Run 1, metal layers overlaid:
Scale bar: 20 µm.
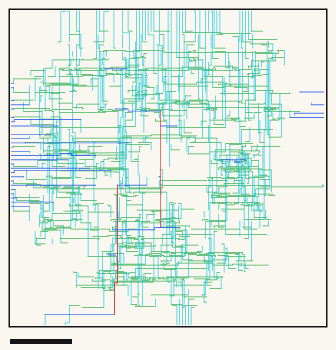
Run 1, gate families picked out:
Scale bar: 20 µm.
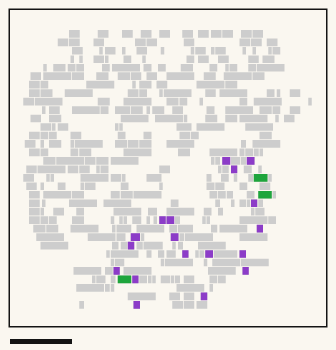
Run 1, routing congestion:
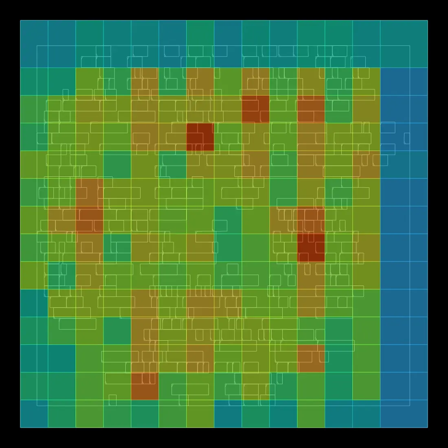
===== src/rtl/core_ctrl.sv =====
// Pipeline sequencer: merges execute jumps and holds into PC redirect, flush and hold level.
// Optional CORE_CTRL_PERF_EN adds stall/redirect performance counters and their ports.
module core_ctrl #(
    parameter int unsigned FLUSH_CYCLES = 1,
    parameter int unsigned HOLD_TIMEOUT = 1024,
    parameter logic [31:0] CPU_RST_ADDR = 32'h0000_0000
) (
    input  logic        clk,
    input  logic        rst,
    input  logic        jump_flag_in,
    input  logic [31:0] jump_addr_in,
    input  logic        hold_ex_in,
    input  logic        hold_bus_in,
    input  logic        timeout_clr_in,
    output logic        jump_flag_out,
    output logic [31:0] jump_addr_out,
    output logic        flush_out,
    output logic [2:0]  hold_flag_out,
    output logic        hold_timeout_out
`ifdef CORE_CTRL_PERF_EN
    ,
    output logic [31:0] perf_stall_cnt_out,
    output logic [31:0] perf_flush_cnt_out
`endif
);

    localparam int unsigned AW = 32;
    localparam int unsigned HW = 3;
    localparam int unsigned CW = 4;
    localparam int unsigned WW = 16;

    localparam logic [HW-1:0] HOLD_NONE = HW'(0);
    localparam logic [HW-1:0] HOLD_PC   = HW'(1);
    localparam logic [HW-1:0] HOLD_ID   = HW'(3);

    localparam logic [CW-1:0] FLUSH_LOAD = CW'(FLUSH_CYCLES);
    localparam logic [WW-1:0] TMO_LIMIT  = WW'(HOLD_TIMEOUT);

    typedef enum logic [1:0] {
        S_RUN   = 2'd0,
        S_FLUSH = 2'd1,
        S_JPEND = 2'd2
    } state_t;

    localparam state_t AFTER_JUMP = (FLUSH_CYCLES > 0) ? S_FLUSH : S_RUN;

    state_t          state, state_nxt;
    logic [CW-1:0]   flush_cnt, flush_cnt_nxt;
    logic [AW-1:0]   pend_addr, pend_addr_nxt;
    logic [WW-1:0]   held_cnt;
    logic            held_c;
    logic            tmo_set_c;

    always_ff @(posedge clk or negedge rst) begin
        if (!rst) begin
            state     <= S_RUN;
            flush_cnt <= '0;
            pend_addr <= '0;
        end else begin
            state     <= state_nxt;
            flush_cnt <= flush_cnt_nxt;
            pend_addr <= pend_addr_nxt;
        end
    end

    // Next state plus zero-latency redirect/flush/hold outputs; forced idle while in reset.
    always_comb begin
        state_nxt     = state;
        flush_cnt_nxt = flush_cnt;
        pend_addr_nxt = pend_addr;
        jump_flag_out = 1'b0;
        jump_addr_out = CPU_RST_ADDR;
        flush_out     = 1'b0;
        hold_flag_out = HOLD_NONE;

        case (state)
            S_RUN, S_FLUSH: begin
                if (state == S_FLUSH) begin
                    flush_out = 1'b1;
                    if (flush_cnt <= CW'(1)) begin
                        state_nxt = S_RUN;
                    end else begin
                        flush_cnt_nxt = flush_cnt - CW'(1);
                    end
                end
                if (jump_flag_in) begin
                    flush_out = 1'b1;
                    if (hold_bus_in) begin
                        pend_addr_nxt = jump_addr_in;
                        state_nxt     = S_JPEND;
                    end else begin
                        jump_flag_out = 1'b1;
                        jump_addr_out = jump_addr_in;
                        flush_cnt_nxt = FLUSH_LOAD;
                        state_nxt     = AFTER_JUMP;
                    end
                end
            end
            S_JPEND: begin
                // Younger jumps are ignored: their instructions are already being flushed.
                flush_out = 1'b1;
                if (!hold_bus_in) begin
                    jump_flag_out = 1'b1;
                    jump_addr_out = pend_addr;
                    flush_cnt_nxt = FLUSH_LOAD;
                    state_nxt     = AFTER_JUMP;
                end
            end
            default: state_nxt = S_RUN;
        endcase

        if (hold_ex_in) begin
            hold_flag_out = HOLD_ID;
        end else if (hold_bus_in || (state == S_JPEND)) begin
            hold_flag_out = HOLD_PC;
        end

        if (!rst) begin
            jump_flag_out = 1'b0;
            jump_addr_out = CPU_RST_ADDR;
            flush_out     = 1'b0;
            hold_flag_out = HOLD_NONE;
        end
    end

    assign held_c    = (hold_flag_out != HOLD_NONE);
    assign tmo_set_c = held_c && (held_cnt >= (TMO_LIMIT - WW'(1)));

    // Hung-hold watchdog: flag sets on the edge that brings the count to the limit.
    always_ff @(posedge clk or negedge rst) begin
        if (!rst) begin
            held_cnt         <= '0;
            hold_timeout_out <= 1'b0;
        end else begin
            if (!held_c) begin
                held_cnt <= '0;
            end else if (held_cnt < TMO_LIMIT) begin
                held_cnt <= held_cnt + WW'(1);
            end
            if (timeout_clr_in) begin
                hold_timeout_out <= 1'b0;
            end else if (tmo_set_c) begin
                hold_timeout_out <= 1'b1;
            end
        end
    end

`ifdef CORE_CTRL_PERF_EN
    always_ff @(posedge clk or negedge rst) begin
        if (!rst) begin
            perf_stall_cnt_out <= '0;
            perf_flush_cnt_out <= '0;
        end else begin
            if (held_c) begin
                perf_stall_cnt_out <= perf_stall_cnt_out + 32'(1);
            end
            if (jump_flag_out) begin
                perf_flush_cnt_out <= perf_flush_cnt_out + 32'(1);
            end
        end
    end
`endif

endmodule


===== config.mk =====
export PLATFORM = sky130hd
export DESIGN_NAME = core_ctrl
export DESIGN_NICKNAME = d
export VERILOG_FILES = /design/src/rtl/core_ctrl.sv
export SDC_FILE = /design/constraint.sdc
export NUM_CORES = 1
export LEC_CHECK = 0
export ABC_CLOCK_PERIOD_IN_PS = 6300
export CAP_MARGIN = 5
export CELL_PAD_IN_SITES_DETAIL_PLACEMENT = 0
export CELL_PAD_IN_SITES_GLOBAL_PLACEMENT = 2
export CORE_MARGIN = 4
export CORE_UTILIZATION = 32
export DETAILED_ROUTE_END_ITERATION = 12
export PLACE_DENSITY = 0.83
export SYNTH_ARGS = -nofsm -noshare
export SYNTH_HDL_FRONTEND = slang
export SYNTH_SLANG_ARGS = --single-unit
export TNS_END_PERCENT = 50

===== constraint.sdc =====
create_clock -name clk -period 6.3 [get_ports clk]
set_input_delay 1.575 -clock clk [delete_from_list [all_inputs] [get_ports clk]]
set_output_delay 1.575 -clock clk [all_outputs]
set_load 0.02 [all_outputs]

==> summary.txt, run 1 <==
status = complete, no violations
DRT Pass-1 Iters = 4
Mapped Cells = 272
die area = 0.01030 mm²
fill count = 788
endpoint class of the critical path = output port
clk_skew = 0.009148 ns
Vias = 2,281
FMAX = 183.4 MHz
CTS tree = yes
Cells after DPL = 439
RSZ-0062 raised after global routing = false
leakage power total = 0.001515 µW
max_slew headroom = 60.98%
Post-Synthesis Cell Area = 0.002798 mm²
WS Path Type = input pin to output port
Synth cell types = 38
Hold Fails Final Rpt = 0
Floorplan Utilization = 33.54%
core area = 0.008341 mm²
Clock Tree Root = clkbuf_8
Top cell area share = 49.19%
delay-heaviest family, CP = buffers and inverters
CTS H-tree lvls = 2
Avg Vias per Cell = 5.103
Boundary Pins = 76
number of I/O port buffers = 74
DIE HEIGHT = 101.5 µm
die width = 101.5 µm
OpenROAD warnings = 27
critical path buffer and inverter count = 3
CP max stage cell = clkdlybuf4s50_1
worst vdd ir = 0.1087 mV
Sink Count = 55
ys cells = 272
layout cells sized above 1 = 14.91%
initial drt markers = 79
crit path DAT = 3.88 ns
Slew @ Worst Pin = 0.5854 ns
clk latency late pin = 0.31 ns
# diodes = 0
Tot Pwr = 791.7 µW
clk buf depth = 2
synthesis-stage register bit count = 55
HPWL Detailed = 4761 µm
FP Rows = 33
Post-DRT Antenna Nets = 0
area leader, netlist = dfrtp_1
largest net degree at the start of global routing = 47
crit share post-route = 86.56%
AND/OR/NAND/NOR Cells, Area Fraction = 18.34%
Synth Net Count = 313
MUX share of area = 12.88%
fin. max-slew vios = 0
Worst Hold Class = flop to flop
PwrDens = 212.7 mW/mm²
Top Layout Cells = clkdlybuf4s50_1 (73), dfrtp_1 (55), nor2_1 (48), a22oi_1 (32), mux2_2 (32)
first-pass GRT wire length = 11,470 µm
Final #Nets = 382
global route overflow = 0
Critical Path Start Type = input pin
Yosys Chip Area = 0.002798 mm²
Period minus WS final = 5.453 ns
post-synthesis sequential area ratio = 49.19%
total CTS buffers = 5
Ys Warns = 0
comb area leader = simple AND/OR/NAND/NOR gates
P&R area growth vs syn = 33.05%
Adders+Majority by Area = 1.342%
Setup Buffers After CTS = 0
crit path max fanout = 34
initial antenna violation count = 0
Final GP Congestion = 0.8246
biggest area cells = dfrtp_1 (49%), mux2_2 (13%), a22oi_1 (8.6%)
worst path cell trace = clkdlybuf4s50_1 > nor2b_1 > nor2b_2 > buf_4 > a22oi_1 > nor2_1 > clkdlybuf4s50_1
final setup fails = 0
Resize count post-CTS = 0
Critical Path RT = 4.72 ns
ao+oa area frac = 12.84%
setup TNS = 0 ns
DRC viols = 0
About 'metal layers overlaid':
| colour | layer | wire length |
|---|---|---|
| cyan | metal 2 | 3,330 µm |
| blue | metal 3 | 395 µm |
| red | metal 4 | 79.8 µm |
| green | metal 1 | 3,050 µm |
Total GRT Usage: 13.94%
WL final: 6850 µm
wire per inst: 15.32 µm

About 'gate families picked out':
| colour | family | cells |
|---|---|---|
| purple | and/or cells | 18 |
| green | fa/ha/maj cells | 3 |
most common cell after layout, fill and taps aside: clkdlybuf4s50_1
logic share of the area: 35.93%
final cell count without fillers: 447

About 'routing congestion':
Layout Utilization: 44.63%
met3 usage: 4.408%
met2 track demand over resource: 22.13%
layer with the highest usage: met2
GR Util met1: 18.44%

==> run 1: through the flow <==
step                setup slack, ns  hold slack, ns  area [µm²]
detailed placement           0.8379          0.4941        3641
finish                       0.8470          0.5149        3722
global placement             0.8483          0.4875        3641
global route                 0.6537          0.5320        3722
CTS                          0.8361          0.5168        3722
floorplan                     1.894          0.4779        2798
==> run 1: cell usage after synthesis, drive strengths merged <==
| cell | count |
|---|---|
| a211oi | 2 |
| a21oi | 4 |
| a22oi | 32 |
| a311oi | 1 |
| and2 | 9 |
| and3 | 2 |
| and4 | 1 |
| buf | 2 |
| clkbuf | 16 |
| conb | 1 |
| dfrtp | 55 |
| ha | 3 |
| inv | 4 |
| mux2 | 32 |
| nand2 | 13 |
| nand2b | 1 |
| nand3 | 4 |
| nand3b | 1 |
| nand4 | 4 |
| nand4b | 2 |
| nor2 | 48 |
| nor2b | 4 |
| nor3 | 4 |
| nor3b | 1 |
| nor4 | 1 |
| o211ai | 1 |
| o21a | 1 |
| o21ai | 6 |
| o31ai | 4 |
| or2 | 1 |
| or3 | 1 |
| or4 | 4 |
| xnor2 | 1 |
| xor2 | 6 |
==> run 1: flip-flops by register name, indices dropped and copies added, names as in the netlist <==
register / cells
hold_timeout_out: 1
held_cnt: 16
state: 2
flush_cnt: 4
pend_addr: 32
==> run 1: final cells by class <==
cell class,instances,area [µm²],area share (%)
flip-flops and latches,55,1376,36.97
multi-input cells,195,1338,35.93
repair buffers,80,780.7,20.97
well taps,105,131.4,3.529
clock buffers,7,76.32,2.050
inverters,4,15.01,0.4034
clock inverters,1,5.005,0.1345
==> run 1: routing by layer <==
metal	vias to the layer above	routed length (µm)	track usage (%)	part of all wire (%)
li1	1098	-	-	-
met1	1130	3046	18.44	44
met2	47	3329	22.13	49
met3	6	394	4.408	5.8
met4	0	79	3.783	1.2
met5	-	0	0	0
==> run 1: report_power, final <==
part / total [µW] / internal, µW / switching [µW]
Combinational: 177 / 94.8 / 82.5
Sequential: 425 / 398 / 26.9
Clock: 189 / 78.4 / 111
==> run 1: kinds of logic (layout without fill, tap and decap cells) <==
| family | after synthesis | in the layout |
|---|---|---|
| fa+ha+maj | 3 | 3 |
| simple gates | 101 | 101 |
| compound gates | 51 | 51 |
| xor+xnor | 7 | 7 |
| mux | 32 | 32 |
| buf+inv | 22 | 92 |
| flops | 55 | 55 |
| other cells | 1 | 1 |
==> run 1: final timing paths <==
path | startpoint | to | cells after the start | slack, ns
setup / recovery | jump_flag_in | jump_addr_out[26] | 7 | 0.85
hold / removal | pend_addr[1]$_DFFE_PN0P_ | pend_addr[1]$_DFFE_PN0P_ | 1 | 0.51
setup reg to reg | held_cnt[12]$_DFFE_PN0P_ | held_cnt[9]$_DFFE_PN0P_ | 4 | 4.45
hold reg to reg | pend_addr[1]$_DFFE_PN0P_ | pend_addr[1]$_DFFE_PN0P_ | 1 | 0.51
max in group asynchronous | rst | pend_addr[10]$_DFFE_PN0P_ | 2 | 4.29
min in group asynchronous | rst | held_cnt[8]$_DFFE_PN0P_ | 1 | 1.14
--- run 2 (diff from run 1) ---
Settings changed: ABC_CLOCK_PERIOD_IN_PS 6300 to 6150, CORE_UTILIZATION 32 to 30, PLACE_DENSITY 0.83 to 0.79.
Clock period 6.3 ns to 6.15 ns, I/O delays scaled along.
==> run 2 against run 1 <==
Effect of this change:
- clock skew grew 0.00077 ns
- synthesized cell count did not move
- first-iteration DRC count fell by 7.6%
- cell count is 0.45% higher
- sequential power increased by 2%
- sequential cell count unchanged
- clock power increased by 17%
- register-to-register slack got worse by 0.18 ns
- worst hold slack got worse by 0.0011 ns
- combinational power increased by 2%
- area after synthesis unchanged
- critical path type unchanged
- largest cell class unchanged
- highest routed layer unchanged
==> summary.txt, run 2 <==
final instance area = 0.003741 mm²
CTS H-tree lvls = 2
Floorplan Utilization = 31.47%
Setup Buffers After CTS = 0
crit path max fanout = 34
Slew @ Worst Pin = 1.194 ns
Critical Path RT = 4.61 ns
global route overflow = 0
clk buf depth = 2
Synth cell types = 38
Final #Nets = 381
Final GP Congestion = 0.7437
leading cell types by count after synthesis = dfrtp_1 (55), nor2_1 (48), a22oi_1 (32), mux2_2 (32), clkbuf_1 (16)
post-synthesis sequential area ratio = 49.19%
Commonest flop = dfrtp_1
PwrDens = 223.8 mW/mm²
leakage power total = 0.001519 µW
hold_sp = pend_addr[19]$_DFFE_PN0P_
HPWL Detailed = 4863 µm
ys cells = 272
Synth top cell by count = dfrtp_1
flop-to-flop setup slack = 4.27 ns
Top cell area share = 49.19%
registers with the most flip-flops = pend_addr x32, held_cnt x16, flush_cnt x4
RSZ-0062 raised after global routing = false
fraction of synthesis flops using an asynchronous set or reset pin = 100.0%
first-pass GRT wire length = 11,980 µm
final setup fails = 0
Top Layout Cells = clkdlybuf4s50_1 (73), dfrtp_1 (55), nor2_1 (48), a22oi_1 (32), mux2_2 (32)
initial drt markers = 73
DRT Pass-1 Iters = 4
number of I/O port buffers = 74
Boundary Pins = 76
Critical Path Start Type = input pin
Sink Count = 55
DRC viols = 0
biggest area cells = dfrtp_1 (49%), mux2_2 (13%), a22oi_1 (8.6%)
Synth Net Count = 313
max reg flops = 32
Clock Tree Root = clkbuf_8
Yosys Chip Area = 0.002798 mm²
synthesis-stage register bit count = 55
FMAX = 184.7 MHz
clk_skew = 0.009920 ns
fin. max-slew vios = 0
crit path DAT = 3.88 ns
max cap viols = 0
Period minus WS final = 5.414 ns
Avg Vias per Cell = 5.036
FP Rows = 34
RR Endpoint = held_cnt[9]$_DFFE_PN0P_
setup TNS = 0 ns
hold path cells = 1
switch share = 27.52%
switching power = 230.4 µW
clk slew on worst S/H paths = 0.09 ns
Worst Hold Class = flop to flop
largest net degree at the start of global routing = 43
Most flops, register = pend_addr
FF-to-FF path depth = 4
Ys Warns = 0
Gate power share = 21.6%
most common cell after layout, fill and taps aside = clkdlybuf4s50_1
max_slew headroom = 20.23%
OpenROAD warnings = 27
layout cells sized above 1 = 15.25%
hold path endpoint = pend_addr[19]$_DFFE_PN0P_
WS Path Type = input pin to output port
crit share post-route = 88.03%
part of the power in the clock network = 26.4%
DIE HEIGHT = 104.6 µm
endpoint class of the critical path = output port
vias in the first global route = 2,521
P&R area growth vs syn = 33.72%
CTS tree = yes
clk latency late pin = 0.30 ns
number of enable flip-flop cells = 0
worst vdd ir = 0.09921 mV
sequential group share of total power = 52.0%
Tot Pwr = 837.3 µW
Vias = 2,261
area leader, netlist = dfrtp_1
Post-DRT Antenna Nets = 0
status = complete, no violations
initial antenna violation count = 0
DP Area = 0.003637 mm²
internal power = 606.8 µW
Post-CTS Hold Buffers = 0
core area = 0.008891 mm²
syn avg cell area = 10.29 µm²
Hold Fails Final Rpt = 0
die width = 104.6 µm
launch point of the worst reg-to-reg path = held_cnt[12]$_DFFE_PN0P_
Resize count post-CTS = 0
Post-Synthesis Cell Area = 0.002798 mm²
total CTS buffers = 5
Mapped Cells = 272
die area = 0.01093 mm²
# diodes = 0
-- run 2: cell counts after synthesis --
No cell type changed its count.
-- run 2: logic make-up after synthesis --
family,share of synthesized area [%]
fa+ha+maj,1.342
mux,12.88
xor+xnor,2.191
flops,49.19
compound gates,12.84
simple gates,18.34
other cells,0.1340
buf+inv,3.086
-- run 2: cell type report --
| type | count | area [µm²] |
|---|---|---|
| clock inverters | 1 | 7.507 |
| inverters | 4 | 15.01 |
| clock buffers | 7 | 96.34 |
| flip-flops and latches | 55 | 1376 |
| fillers | 849 | 5150 |
| repair buffers | 79 | 773.2 |
| well taps | 108 | 135.1 |
| multi-input cells | 195 | 1338 |
-- run 2: metal layers --
layer	GRT usage, %	part of all wire [%]	vias up
met3	3.884	6.0	2
met5	0	0	-
met2	22.97	48	48
met1	16.21	45	1110
li1	-	-	1101
met4	2.812	0.59	0
-- run 2: power groups by stage --
stage          logic, µW  clock network [µW]  registers (µW)
6_report             181                 221             435
5_1_grt              200                 245             442
4_1_cts              185                 233             436
3_5_place_dp         184                   0             443
3_3_place_gp         182                   0             440
2_1_floorplan        111                   0             432
-- run 2: worst max-delay path: stages --
cell	delay [ns]
clkdlybuf4s50_1	0.56
nor2b_1	0.29
nor2b_2	0.19
buf_4	0.36
a22oi_1	0.12
nor2_1	0.16
clkdlybuf4s50_1	0.66
-- run 2: through the flow --
stage	utilization, %	hold slack [ns]	setup WS [ns]	std cells
detailed placement	40.91	0.4941	0.7134	441
global placement	40.91	0.4871	0.7184	441
floorplan	-	0.4779	1.819	272
CTS	42.08	0.5160	0.6930	449
finish	42.08	0.5138	0.7359	449
global route	42.08	0.5333	0.5932	449
-- run 2: worst max path at each step --
stage                  from                 to  slack (ns)
3_3_place_gp   jump_flag_in  jump_addr_out[18]        0.72
2_1_floorplan  jump_flag_in  jump_addr_out[10]        1.82
3_5_place_dp   jump_flag_in   jump_addr_out[0]        0.71
5_1_grt        jump_flag_in  jump_addr_out[30]        0.59
6_report       jump_flag_in  jump_addr_out[18]        0.74
4_1_cts        jump_flag_in   jump_addr_out[0]        0.69
Run 2, metal layers overlaid:
Scale bar: 20 µm.
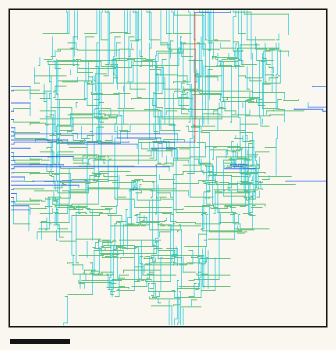
Total GRT Usage: 13.17%
WL final: 7071 µm
wire per inst: 15.75 µm

Run 2, where the registers sit:
Scale bar: 20 µm.
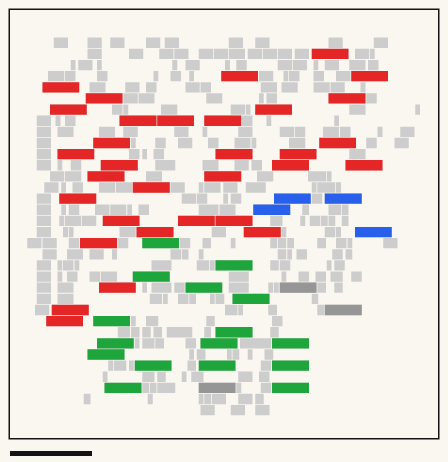
| colour | netlist name | placed flops |
|---|---|---|
| red | pend_addr | 32 |
| blue | flush_cnt | 4 |
| green | held_cnt | 16 |
Layout Utilization: 42.08%
sequential share of cell area: 36.79%
Seq. pwr: 435 µW
register area: 0.001376 mm²

--- run 3 (diff from run 2) ---
Settings changed: CAP_MARGIN 5 to 10.
==> run 3 against run 2 <==
Effect of this change:
- routed wire length shrank 0.17%
- largest cell class unchanged
- core utilization grew 0.31 points
- first-iteration DRC count grew 26%
==> summary.txt, run 3 <==
HPWL Detailed = 4863 µm
launch point of the worst reg-to-reg path = held_cnt[12]$_DFFE_PN0P_
fill count = 847
RR Endpoint = held_cnt[9]$_DFFE_PN0P_
Critical Path Start Type = input pin
Comb area = 0.001338 mm²
vias in the first global route = 2,521
area leader, netlist = dfrtp_1
CP max stage cell = clkdlybuf4s50_1
Slew @ Worst Pin = 0.5788 ns
Post-Synthesis Cell Area = 0.002798 mm²
final setup fails = 0
total CTS buffers = 5
registers with the most flip-flops = pend_addr x32, held_cnt x16, flush_cnt x4
fraction of synthesis flops using an asynchronous set or reset pin = 100.0%
biggest area cells = dfrtp_1 (49%), mux2_2 (13%), a22oi_1 (8.6%)
Hold Fails Final Rpt = 0
leakage power total = 0.001532 µW
P&R area growth vs syn = 34.70%
status = complete, no violations
Worst Hold Class = flop to flop
FF-to-FF path depth = 4
hold_sp = pend_addr[13]$_DFFE_PN0P_
Post-CTS Hold Buffers = 0
synthesis-stage register bit count = 55
worst vdd ir = 0.09901 mV
worst path cell trace = clkdlybuf4s50_1 > nor2b_1 > nor2b_2 > buf_4 > a22oi_1 > nor2_1 > clkdlybuf4s50_1
die width = 104.6 µm
CTS H-tree lvls = 2
initial antenna violation count = 0
most used cell, CP = clkdlybuf4s50_1
crit path DAT = 3.85 ns
CTS tree = yes
FMAX = 185.6 MHz
global route overflow = 0
core area = 0.008891 mm²
first-pass GRT wire length = 11,980 µm
largest net degree at the start of global routing = 43
leading cell types by count after synthesis = dfrtp_1 (55), nor2_1 (48), a22oi_1 (32), mux2_2 (32), clkbuf_1 (16)
Setup Buffers After CTS = 0
max cap viols = 0
FP Rows = 34
Clock Tree Root = clkbuf_8
Boundary Pins = 76
DRC viols = 0
critical path buffer and inverter count = 3
Ys Warns = 0
Post-DRT Antenna Nets = 0
most common cell after layout, fill and taps aside = clkdlybuf4s50_1
Synth top cell by count = dfrtp_1
switching power = 230.9 µW
flop-to-flop setup slack = 4.27 ns
clk slew on worst S/H paths = 0.09 ns
number of I/O port buffers = 74
Mapped Cells = 272
Period minus WS final = 5.387 ns
hold path cells = 1
delay-heaviest family, CP = buffers and inverters
fin. max-slew vios = 0
max_slew headroom = 61.13%
Top cell area share = 49.19%
register area = 0.001376 mm²
initial drt markers = 92
max reg flops = 32
Final #Nets = 382
Floorplan Utilization = 31.47%
Sink Count = 55
post-synthesis sequential area ratio = 49.19%
Most flops, register = pend_addr
die area = 0.01093 mm²
Synth Net Count = 313
Resize count post-CTS = 0
Top Layout Cells = clkdlybuf4s50_1 (73), dfrtp_1 (55), nor2_1 (48), a22oi_1 (32), mux2_2 (32)
PwrDens = 223.2 mW/mm²
Total GRT Usage = 13.17%
layout cells sized above 1 = 15.50%
switch share = 27.46%
part of the power in the clock network = 26.3%
# diodes = 0
number of enable flip-flop cells = 0
hold path endpoint = pend_addr[13]$_DFFE_PN0P_
Gate power share = 22.0%
clk_skew = 0.01056 ns
Tot Pwr = 841.1 µW
setup TNS = 0 ns
DIE HEIGHT = 104.6 µm
DRT Pass-1 Iters = 4
OpenROAD warnings = 27
sequential group share of total power = 51.8%
Commonest flop = dfrtp_1
Final GP Congestion = 0.7437
CP peak stage delay = 0.63 ns
clk latency late pin = 0.30 ns
WS Path Type = input pin to output port
ys cells = 272
clk buf depth = 2
Yosys Chip Area = 0.002798 mm²
crit share post-route = 87.59%
endpoint class of the critical path = output port
Critical Path RT = 4.61 ns
final hold slack = 0.5147 ns
Synth cell types = 38
internal power = 610.1 µW
Avg Vias per Cell = 5.033
crit path max fanout = 34
syn avg cell area = 10.29 µm²
RSZ-0062 raised after global routing = false
==> run 3: cell types whose count changed in the layout (fill, tap and decap cells not counted) <==
cell    before  now
buf_16       0    1
==> run 3: worst max-delay path by stage <==
stage                 start                 to  slack [ns]  depth (start not counted)
4_1_cts        jump_flag_in   jump_addr_out[0]        0.69                          7
3_5_place_dp   jump_flag_in   jump_addr_out[0]        0.71                          7
6_report       jump_flag_in  jump_addr_out[18]        0.76                          7
2_1_floorplan  jump_flag_in  jump_addr_out[10]        1.82                          6
3_3_place_gp   jump_flag_in  jump_addr_out[18]        0.72                          7
5_1_grt        jump_flag_in  jump_addr_out[27]        0.62                          7
==> run 3: layer usage <==
layer	global-route usage, %	up-vias	part of all wire (%)	wire, µm
met1	16.21	1110	46	3232
met4	2.812	0	0.59	42
met3	3.884	2	5.8	406
met2	22.97	48	48	3377
met5	0	-	0	0
li1	-	1105	-	-
==> run 3: cells by family after synthesis <==
family / synth area share [%]
DFF: 49.19
xor gates and xnor gates: 2.191
and+or+nand+nor: 18.34
AOI/OAI and AO/OA: 12.84
buffers and inverters: 3.086
other: 0.1340
muxes: 12.88
adders and majority gates: 1.342
==> run 3: power by group through the flow <==
stage               Clock (µW)  Combinational (µW)  Sequential, µW
finish                     221                 185             435
global route               245                 204             442
CTS                        233                 185             436
detailed placement           0                 184             443
global placement             0                 182             440
floorplan                    0                 111             432
==> run 3: area by class of cell <==
cell class / instances / area share, %
sequential: 55 / 36.52
multi-input combinational: 195 / 35.49
timing repair buffer: 80 / 21.25
tap: 108 / 3.586
clock buffer: 7 / 2.556
inverter: 4 / 0.3984
clock inverter: 1 / 0.1992
==> run 3: stage by stage <==
| stage | cell area, µm² | setup slack, ns | cells | util (%) |
|---|---|---|---|---|
| after floorplan | 2798 | 1.819 | 272 | - |
| after global placement | 3637 | 0.7184 | 441 | 40.91 |
| after detailed placement | 3637 | 0.7134 | 441 | 40.91 |
| final | 3769 | 0.7630 | 450 | 42.39 |
| after global routing | 3769 | 0.6218 | 450 | 42.39 |
| after CTS | 3741 | 0.6930 | 449 | 42.08 |
==> run 3: worst reg2reg max path: cells and delay by family (launching register included) <==
kind / cells / cell delay, ns
AND/OR/NAND/NOR: 3 / 1.24
flip-flops: 1 / 0.42
AND-OR/OR-AND: 1 / 0.14
Run 3, close-up of the layout:
Scale bar: 5 µm. Region (42, 63) to (62, 83) µm. Cells in grey, sequential cells in the stronger grey; small squares are vias.
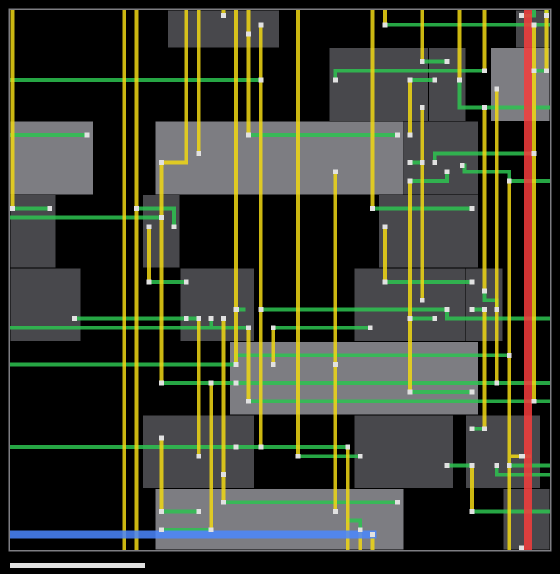
| colour | layer |
|---|---|
| yellow | metal 2 |
| blue | metal 3 |
| red | metal 4 |
| green | metal 1 |
most frequent: nor2_1 (4), clkdlybuf4s50_1 (4)
netlist names of flops here include: pend_addr (3)
sequential cells in the window: 3
cells with their middle in the window: 17

Run 3, metal layers overlaid:
Scale bar: 20 µm.
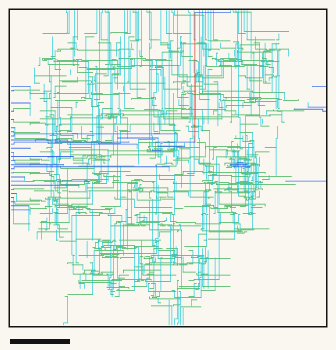
| colour | layer | wire length |
|---|---|---|
| red | metal 4 | 42.8 µm |
| blue | metal 3 | 406 µm |
| green | metal 1 | 3,230 µm |
| cyan | metal 2 | 3,380 µm |
WL final: 7059 µm
wire per inst: 15.69 µm
Vias: 2,265

Power figures rest on the tool's default switching activity, not on a simulated workload.
